### config.mk
export PLATFORM = sky130hd
export DESIGN_NAME = fb_scanout
export DESIGN_NICKNAME = d
export VERILOG_FILES = /design/src/rtl/video_pkg.sv /design/src/rtl/tia_palette.sv /design/src/rtl/fb_scanout.sv
export SDC_FILE = /design/constraint.sdc
export NUM_CORES = 1
export LEC_CHECK = 0
export CORE_MARGIN = 2
export CORE_UTILIZATION = 45
export CTS_CLUSTER_SIZE = 8
export DETAILED_ROUTE_END_ITERATION = 7
export PLACE_DENSITY = 0.72
export SYNTH_ARGS = -nofsm -noshare
export SYNTH_HDL_FRONTEND = slang
export SYNTH_SLANG_ARGS = --single-unit
export TNS_END_PERCENT = 20
### constraint.sdc
create_clock -name clk_i -period 2.7 [get_ports clk_i]
set_input_delay 0.54 -clock clk_i [delete_from_list [all_inputs] [get_ports clk_i]]
set_output_delay 0.54 -clock clk_i [all_outputs]
set_load 0.01 [all_outputs]
### src/rtl/video_pkg.sv
`default_nettype none
// +--------------------------------------------------------------------------+
// | video_pkg                                                                |
// | Shared video timing defaults, framebuffer geometry and colour types.    |
// | Revision: 1.0                                                            |
// +--------------------------------------------------------------------------+
package video_pkg;

    localparam int DEF_H_VISIBLE = 640;
    localparam int DEF_H_FRONT   = 16;
    localparam int DEF_H_SYNC    = 96;
    localparam int DEF_H_BACK    = 48;
    localparam int DEF_V_VISIBLE = 480;
    localparam int DEF_V_FRONT   = 10;
    localparam int DEF_V_SYNC    = 2;
    localparam int DEF_V_BACK    = 33;

    localparam int DEF_FB_WIDTH  = 160;
    localparam int DEF_FB_HEIGHT = 240;

    localparam int IDX_W  = 7;
    localparam int RGB_W  = 24;
    localparam int ADDR_W = 16;

    typedef struct packed {
        logic [7:0] r;
        logic [7:0] g;
        logic [7:0] b;
    } rgb_t;

endpackage
`default_nettype wire

### src/rtl/tia_palette.sv
`default_nettype none
// +--------------------------------------------------------------------------+
// | tia_palette                                                              |
// | Combinational NTSC TIA palette ROM: 7-bit colour index to 24-bit RGB.   |
// | Revision: 1.0                                                            |
// +--------------------------------------------------------------------------+
module tia_palette
    import video_pkg::*;
(
    input  logic [IDX_W-1:0] idx,
    output rgb_t             rgb
);

    // One row per hue, luminance 0 in the leftmost (most significant) slot.
    logic [7:0][RGB_W-1:0] w_row;

    always_comb begin
        w_row = '0;
        unique case (idx[6:3])
            4'h0: w_row = {24'h000000, 24'h404040, 24'h6C6C6C, 24'h909090, 24'hB0B0B0, 24'hC8C8C8, 24'hDCDCDC, 24'hECECEC};
            4'h1: w_row = {24'h444400, 24'h646410, 24'h848424, 24'hA0A034, 24'hB8B840, 24'hD0D050, 24'hE8E85C, 24'hFCFC68};
            4'h2: w_row = {24'h702800, 24'h844414, 24'h985C28, 24'hAC783C, 24'hBC8C4C, 24'hCCA05C, 24'hDCB468, 24'hECC878};
            4'h3: w_row = {24'h841800, 24'h983418, 24'hAC5030, 24'hC06848, 24'hD0805C, 24'hE09470, 24'hECA880, 24'hFCBC94};
            4'h4: w_row = {24'h880000, 24'h9C2020, 24'hB03C3C, 24'hC05858, 24'hD07070, 24'hE08888, 24'hECA0A0, 24'hFCB4B4};
            4'h5: w_row = {24'h78005C, 24'h8C2074, 24'hA03C88, 24'hB0589C, 24'hC070B0, 24'hD084C0, 24'hDC9CD0, 24'hECB0E0};
            4'h6: w_row = {24'h480078, 24'h602090, 24'h783CA4, 24'h8C58B8, 24'hA070CC, 24'hB484DC, 24'hC49CEC, 24'hD4B0FC};
            4'h7: w_row = {24'h140084, 24'h302098, 24'h4C3CAC, 24'h6858C0, 24'h7C70D0, 24'h9488E0, 24'hA8A0EC, 24'hBCB4FC};
            4'h8: w_row = {24'h000088, 24'h1C209C, 24'h3840B0, 24'h505CC0, 24'h6874D0, 24'h7C8CE0, 24'h90A4EC, 24'hA4B8FC};
            4'h9: w_row = {24'h00187C, 24'h1C3890, 24'h3854A8, 24'h5070BC, 24'h6888CC, 24'h7C9CDC, 24'h90B4EC, 24'hA4C8FC};
            4'hA: w_row = {24'h002C5C, 24'h1C4C78, 24'h386890, 24'h5084AC, 24'h689CC0, 24'h7CB4D4, 24'h90CCE8, 24'hA4E0FC};
            4'hB: w_row = {24'h003C2C, 24'h1C5C48, 24'h387C64, 24'h509C80, 24'h68B494, 24'h7CD0AC, 24'h90E4C0, 24'hA4FCD4};
            4'hC: w_row = {24'h003C00, 24'h205C20, 24'h407C40, 24'h5C9C5C, 24'h74B474, 24'h8CD08C, 24'hA4E4A4, 24'hB8FCB8};
            4'hD: w_row = {24'h143800, 24'h345C1C, 24'h507C38, 24'h6C9850, 24'h84B468, 24'h9CCC7C, 24'hB4E490, 24'hC8FCA4};
            4'hE: w_row = {24'h2C3000, 24'h4C501C, 24'h687034, 24'h848C4C, 24'h9CA864, 24'hB4C078, 24'hCCD488, 24'hE0EC9C};
            4'hF: w_row = {24'h442800, 24'h644818, 24'h846830, 24'hA08444, 24'hB89C58, 24'hD0B46C, 24'hE8CC7C, 24'hFCE08C};
        endcase
    end

    assign rgb = w_row[~idx[2:0]];

endmodule
`default_nettype wire

### src/rtl/fb_scanout.sv
`default_nettype none
// +--------------------------------------------------------------------------+
// | fb_scanout                                                               |
// | VGA-class scanout of the 160x240 TIA framebuffer with 4x/2x replication.|
// | Revision: 1.0                                                            |
// +--------------------------------------------------------------------------+
module fb_scanout
    import video_pkg::*;
#(
    parameter int H_VISIBLE = DEF_H_VISIBLE,
    parameter int H_FRONT   = DEF_H_FRONT,
    parameter int H_SYNC    = DEF_H_SYNC,
    parameter int H_BACK    = DEF_H_BACK,
    parameter int V_VISIBLE = DEF_V_VISIBLE,
    parameter int V_FRONT   = DEF_V_FRONT,
    parameter int V_SYNC    = DEF_V_SYNC,
    parameter int V_BACK    = DEF_V_BACK,
    parameter int FB_WIDTH  = DEF_FB_WIDTH,
    parameter int FB_HEIGHT = DEF_FB_HEIGHT
) (
    input  logic              clk_i,
    input  logic              rst_ni,
    input  logic              enable_i,
    output logic              fb_rd_o,
    output logic [ADDR_W-1:0] fb_addr_o,
    input  logic [IDX_W-1:0]  fb_dat_i,
    output logic [7:0]        red_o,
    output logic [7:0]        green_o,
    output logic [7:0]        blue_o,
    output logic              hsync_o,
    output logic              vsync_o,
    output logic              de_o,
    output logic              frame_o
);

    localparam int H_TOTAL = H_VISIBLE + H_FRONT + H_SYNC + H_BACK;
    localparam int V_TOTAL = V_VISIBLE + V_FRONT + V_SYNC + V_BACK;
    localparam int CNT_W   = $clog2((H_TOTAL > V_TOTAL) ? H_TOTAL : V_TOTAL);

    localparam logic [CNT_W-1:0] H_LAST   = CNT_W'(H_TOTAL - 1);
    localparam logic [CNT_W-1:0] V_LAST   = CNT_W'(V_TOTAL - 1);
    localparam logic [CNT_W-1:0] H_VIS    = CNT_W'(H_VISIBLE);
    localparam logic [CNT_W-1:0] V_VIS    = CNT_W'(V_VISIBLE);
    localparam logic [CNT_W-1:0] HS_FIRST = CNT_W'(H_VISIBLE + H_FRONT);
    localparam logic [CNT_W-1:0] HS_LAST  = CNT_W'(H_VISIBLE + H_FRONT + H_SYNC - 1);
    localparam logic [CNT_W-1:0] VS_FIRST = CNT_W'(V_VISIBLE + V_FRONT);
    localparam logic [CNT_W-1:0] VS_LAST  = CNT_W'(V_VISIBLE + V_FRONT + V_SYNC - 1);

    logic [CNT_W-1:0]  r_h_cnt;
    logic [CNT_W-1:0]  r_v_cnt;
    logic [IDX_W-1:0]  r_idx;
    logic              r_vis1, r_hs1, r_vs1;
    logic              r_vis2, r_hs2, r_vs2;

    logic              w_visible;
    logic              w_hs;
    logic              w_vs;
    logic [ADDR_W-1:0] w_row;
    logic [ADDR_W-1:0] w_col;
    logic [ADDR_W-1:0] w_addr;
    rgb_t              w_rgb;

    assign w_visible = (r_h_cnt < H_VIS) && (r_v_cnt < V_VIS);
    assign w_hs      = !((r_h_cnt >= HS_FIRST) && (r_h_cnt <= HS_LAST));
    assign w_vs      = !((r_v_cnt >= VS_FIRST) && (r_v_cnt <= VS_LAST));

    // Each framebuffer pixel covers 4 output columns and 2 output lines.
    assign w_row = ADDR_W'(r_v_cnt >> 1);
    assign w_col = ADDR_W'(r_h_cnt >> 2);

    generate
        if (FB_WIDTH == 160 && FB_WIDTH * FB_HEIGHT <= 65536) begin : g_addr_shift
            assign w_addr = (w_row << 7) + (w_row << 5) + w_col;
        end else begin : g_addr_mul
            assign w_addr = ADDR_W'(w_row * ADDR_W'(FB_WIDTH)) + w_col;
        end
    endgenerate

    tia_palette u_palette (
        .idx (r_idx),
        .rgb (w_rgb)
    );

    always_ff @(posedge clk_i) begin
        if (!rst_ni) begin
            r_h_cnt   <= '0;
            r_v_cnt   <= '0;
            r_idx     <= '0;
            r_vis1    <= 1'b0;
            r_hs1     <= 1'b1;
            r_vs1     <= 1'b1;
            r_vis2    <= 1'b0;
            r_hs2     <= 1'b1;
            r_vs2     <= 1'b1;
            fb_rd_o   <= 1'b0;
            fb_addr_o <= '0;
            red_o     <= '0;
            green_o   <= '0;
            blue_o    <= '0;
            hsync_o   <= 1'b1;
            vsync_o   <= 1'b1;
            de_o      <= 1'b0;
            frame_o   <= 1'b0;
        end else begin
            fb_rd_o <= 1'b0;
            frame_o <= 1'b0;
            if (enable_i) begin
                if (r_h_cnt == H_LAST) begin
                    r_h_cnt <= '0;
                    if (r_v_cnt == V_LAST) begin
                        r_v_cnt <= '0;
                        frame_o <= 1'b1;
                    end else begin
                        r_v_cnt <= r_v_cnt + 1'b1;
                    end
                end else begin
                    r_h_cnt <= r_h_cnt + 1'b1;
                end

                // Read stage
                fb_rd_o <= w_visible;
                if (w_visible) begin
                    fb_addr_o <= w_addr;
                end
                r_vis1 <= w_visible;
                r_hs1  <= w_hs;
                r_vs1  <= w_vs;

                // Index stage: read data has settled since the previous enable
                r_idx  <= r_vis1 ? fb_dat_i : '0;
                r_vis2 <= r_vis1;
                r_hs2  <= r_hs1;
                r_vs2  <= r_vs1;

                // Output stage
                red_o   <= r_vis2 ? w_rgb.r : 8'h00;
                green_o <= r_vis2 ? w_rgb.g : 8'h00;
                blue_o  <= r_vis2 ? w_rgb.b : 8'h00;
                hsync_o <= r_hs2;
                vsync_o <= r_vs2;
                de_o    <= r_vis2;
            end
        end
    end

endmodule
`default_nettype wire

==> results.tsv, run 1 <==
stage	metric	value	unit
run_status	status	complete, no violations	
sta	worstMarginPinSlew	0.601	ns
worst_setup_path	arrival	2.94	ns
worst_setup_path	required	3.12	ns
sta	fin_hold_ws	0.441	ns
worst_hold_path	min_to	de_o	
worst_setup_path	path_class	flop to flop	
final_layout	antenna_cells	0	
final_layout	seq_share	0.363	
floorplan	die_w	145	microns
placed_design	place.detailed.hpwl	18400	microns
final_layout	clock_area_frac	0.0670	
drt	vias_per_cell	5.69	
sta	finalSetupViolCount	0	
floorplan	die-area	21000	sq um
synth	ys_seq_elements	202	
worst_setup_path	slowest_delay	0.59	ns
drt	drtAntennaViolNets	0	
synth	ys_types	59	
clock_network	hold_buffers	0	
worst_setup_path	cpMaxStageDelayCell	fa_1	
worst_setup_path	crit_path_start	r_h_cnt[9]	
synth	ys_async_sr_fraction	0	
worst_setup_path	worstReg2RegStart	r_h_cnt[9]	
final_layout	n_clock_buffer	30	
synth	syn_avg_cell_area	9.26	sq um
final_layout	lay_top_count	dfxtp_1	
worst_setup_path	start_kind	flop	
flow_run	tool_warnings	48	
synth	top_cell_area_share	0.453	
worst_hold_path	min_path_type	flop to flop	
global_route	busiest_layer	met2	
sta	fin_tns_setup	0	ns
worst_setup_path	reg2regPathDepth	9	
synth	adder_share	0.0648	
clock_network	cts_setup_buffers	0	
synth	syn_area	8920	sq um
drt	drt_iter0_drc	750	
-- run 1: synthesized netlist by cell type, types with 7 or more instances --
cell type,number
a211oi_1,7
a21o_1,9
a21oi_1,63
a22oi_1,8
a31oi_1,8
and2_1,7
and3_1,11
buf_1,15
buf_2,9
clkbuf_1,44
dfxtp_1,202
ha_1,43
inv_1,27
mux2i_1,24
mux4_2,34
nand2_1,126
nand2b_1,7
nand3_1,12
nand4_1,8
nor2_1,103
nor3_1,11
o21ai_0,85
o22ai_1,7
xnor2_1,14
xor2_1,9
-- run 1: report_power, final --
group	leakage [uW]	internal, uW	switching, uW
clock	0.000363	1870	1210
combinational	0.00268	272	356
sequential	0.00165	3110	49.1
total	0.00469	5260	1620
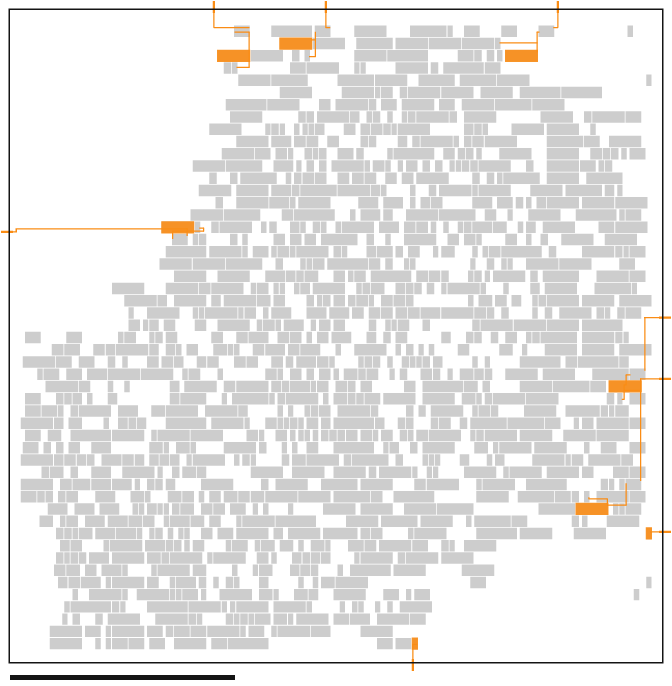
run_1/port_nets.png
Bar = 50 microns.
- orange: blue_o (direction output; end cells 8; buffers 6; wire 181 microns)
Buffers on Ports: 48
I/O pin cnt: 55

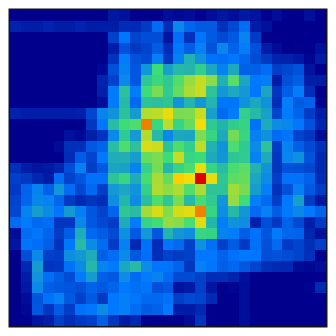
run_1/wire_density.png
The die is cut into 29 by 29 equal tiles; dark blue is low, red is high, scaled to the fullest tile. Values are wire area over tile area, all layers added.
- mean over tiles: 0.21
- densest ninth of the die: middle
- tiles over half the peak: 8.4%
- fullest tile: 1.0
- emptiest ninth of the die: top left
GRT Overall Usage: 0.252
WL final: 26300 microns
WL per Instance: 19.5 microns
Vias: 7658

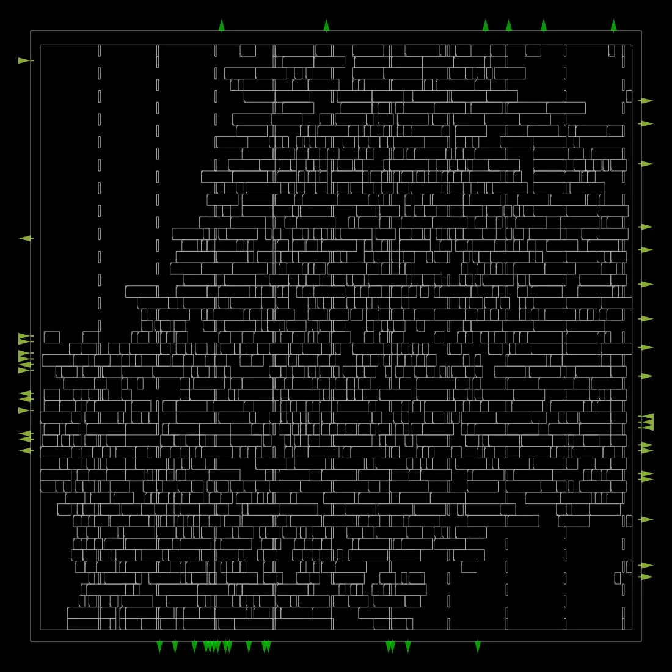
run_1/final_placement.png
core area: 19500 sq um
Flop Count: 202
post-layout util: 0.572
Fill cells: 1683
Std-Cell Rows: 51

run_1/cell_classes.png
Fill, decap, tap and diode cells in grey.
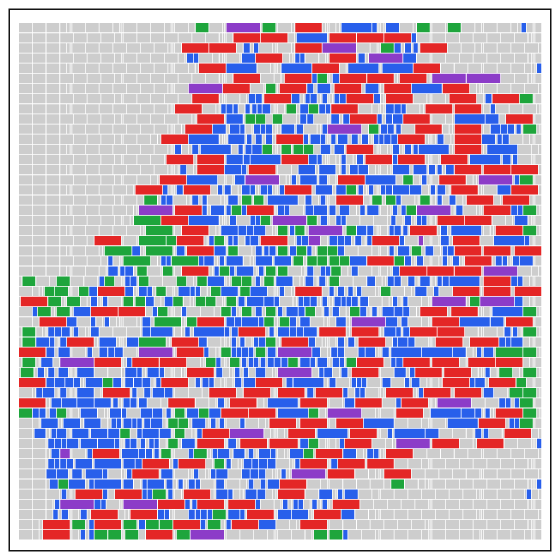

==> run 2, diff against run 1 <==
--- a/config.mk
+++ b/config.mk
@@ -6,10 +6,11 @@
 export NUM_CORES = 1
 export LEC_CHECK = 0
 export CORE_MARGIN = 2
-export CORE_UTILIZATION = 45
+export CORE_UTILIZATION = 52
 export CTS_CLUSTER_SIZE = 8
 export DETAILED_ROUTE_END_ITERATION = 7
-export PLACE_DENSITY = 0.72
+export HOLD_SLACK_MARGIN = 0.02
+export PLACE_DENSITY = 0.8
 export SYNTH_ARGS = -nofsm -noshare
 export SYNTH_HDL_FRONTEND = slang
 export SYNTH_SLANG_ARGS = --single-unit
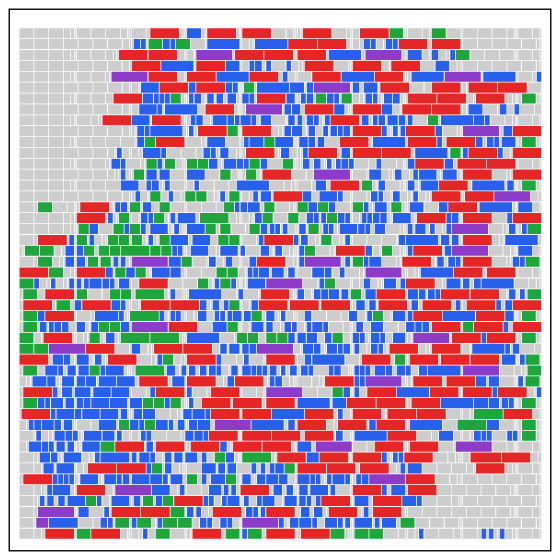
run_2/cell_classes.png
Fill, decap, tap and diode cells in grey.
- red: flops (cells 202; share of their area 37%)
- green: other buffers and delay cells (cells 161; share of their area 13%)
- blue: all other logic (cells 691; share of their area 42%)
- purple: clock drivers and dummy loads (cells 30; share of their area 6.8%)

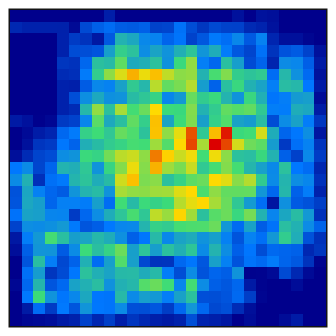
run_2/wire_density.png
The die is cut into 27 by 27 equal tiles; dark blue is low, red is high, scaled to the fullest tile. Values are wire area over tile area, all layers added.
- densest ninth of the die: middle
- tiles over half the peak: 17%
- nearly empty tiles: 13%
- mean over tiles: 0.25
- fullest tile: 0.86
GRT Overall Usage: 0.301
WL final: 27400 microns

==> run 2 against run 1 <==
Clock skew up 0.0014 ns; area after synthesis unchanged; non-clock buffer count up 4; utilization grew 9.2 points; sequential power about the same; first-iteration DRC count is 22% higher; flip-flop count did not move; worst setup slack worse by 0.076 ns; wire length rose by 4.4%; critical endpoint unchanged.
==> results.tsv, run 2 <==
stage	metric	value	unit	change
sta	worstMarginPinSlew	0.579	ns	-0.0218 ns
final_layout	clock_area_frac	0.0662		-0.000795
sta	fin_hold_ws	0.443	ns	+0.00128 ns
pwr	p_comb	634	uW	+1%
final_layout	utilization	0.665		+0.0925
sta	finalSetupViolCount	0		unchanged
drt	vias	7837		+2.3%
clock_network	hold_buffers	0		unchanged
clock_network	cts_setup_buffers	0		unchanged
worst_setup_path	worstReg2RegStart	r_h_cnt[9]		
pwr	power-top-group	sequential cells		
synth	ys_seq_elements	202		unchanged
floorplan	core	16700	sq um	-14%
worst_setup_path	reg2regPathDepth	9		unchanged
placed_design	place.detailed.hpwl	18900	microns	+2.8%
drt	drt_iter0_drc	914		+22%
sta	fin_tns_setup	0	ns	unchanged
synth	top_cell_area_share	0.453		unchanged
synth	syn_avg_cell_area	9.26	sq um	unchanged
synth	ys_async_sr_fraction	0		unchanged
drt	vias_per_cell	6.01		+5.6%
run_status	status	complete, no violations		
floorplan	pin_count	55		unchanged
global_route	busiest_layer	met2		
worst_hold_path	min_path_type	flop to flop		
pwr	sequentialPower	3170	uW	about the same
floorplan	std_cell_rows	47		-7.8%
pwr	comb_power_share	0.092		about the same
final_layout	antenna_cells	1		+1
worst_setup_path	arrival	2.99	ns	+0.05 ns
final_layout	ff_count	202		unchanged
worst_setup_path	required	3.10	ns	-0.02 ns
final_layout	seq_share	0.364		+0.00108
pwr	clkPwrFrac	0.446		-0.003
worst_hold_path	min_to	de_o		
pwr	pwr-share-seq	0.461		about the same
worst_setup_path	path_class	flop to flop		
synth	most_common_cell	dfxtp_1		
floorplan	die_w	135	microns	-6.8%
synth	syn_area	8920	sq um	unchanged
flow_run	tool_warnings	48		unchanged
drt	routedWlPerCell	21.0	microns	+7.7%
==> run 2: worst max-delay path, cell delays in order, from the launching register on <==
cell      delay [ns]
dfxtp_1         0.34
inv_1           0.09
fa_1            0.63
inv_1           0.07
ha_1            0.31
a211oi_2        0.09
o31ai_2         0.34
a21oi_1         0.14
and4_1          0.21
a311o_1         0.26
==> run 2: logic make-up (layout without fill, tap and decap cells) <==
| family | Yosys count | in the layout | synth area share |
|---|---|---|---|
| and+or+nand+nor | 306 | 306 | 0.149 |
| AOI/OAI and AO/OA | 224 | 224 | 0.148 |
| DFF | 202 | 202 | 0.453 |
| buffers and inverters | 105 | 220 | 0.0496 |
| muxes | 58 | 58 | 0.113 |
| adders and majority gates | 45 | 45 | 0.0648 |
| xor gates and xnor gates | 23 | 23 | 0.0226 |
| other | 1 | 7 | 0.000420 |
Power is estimated from default activity; no workload was simulated.
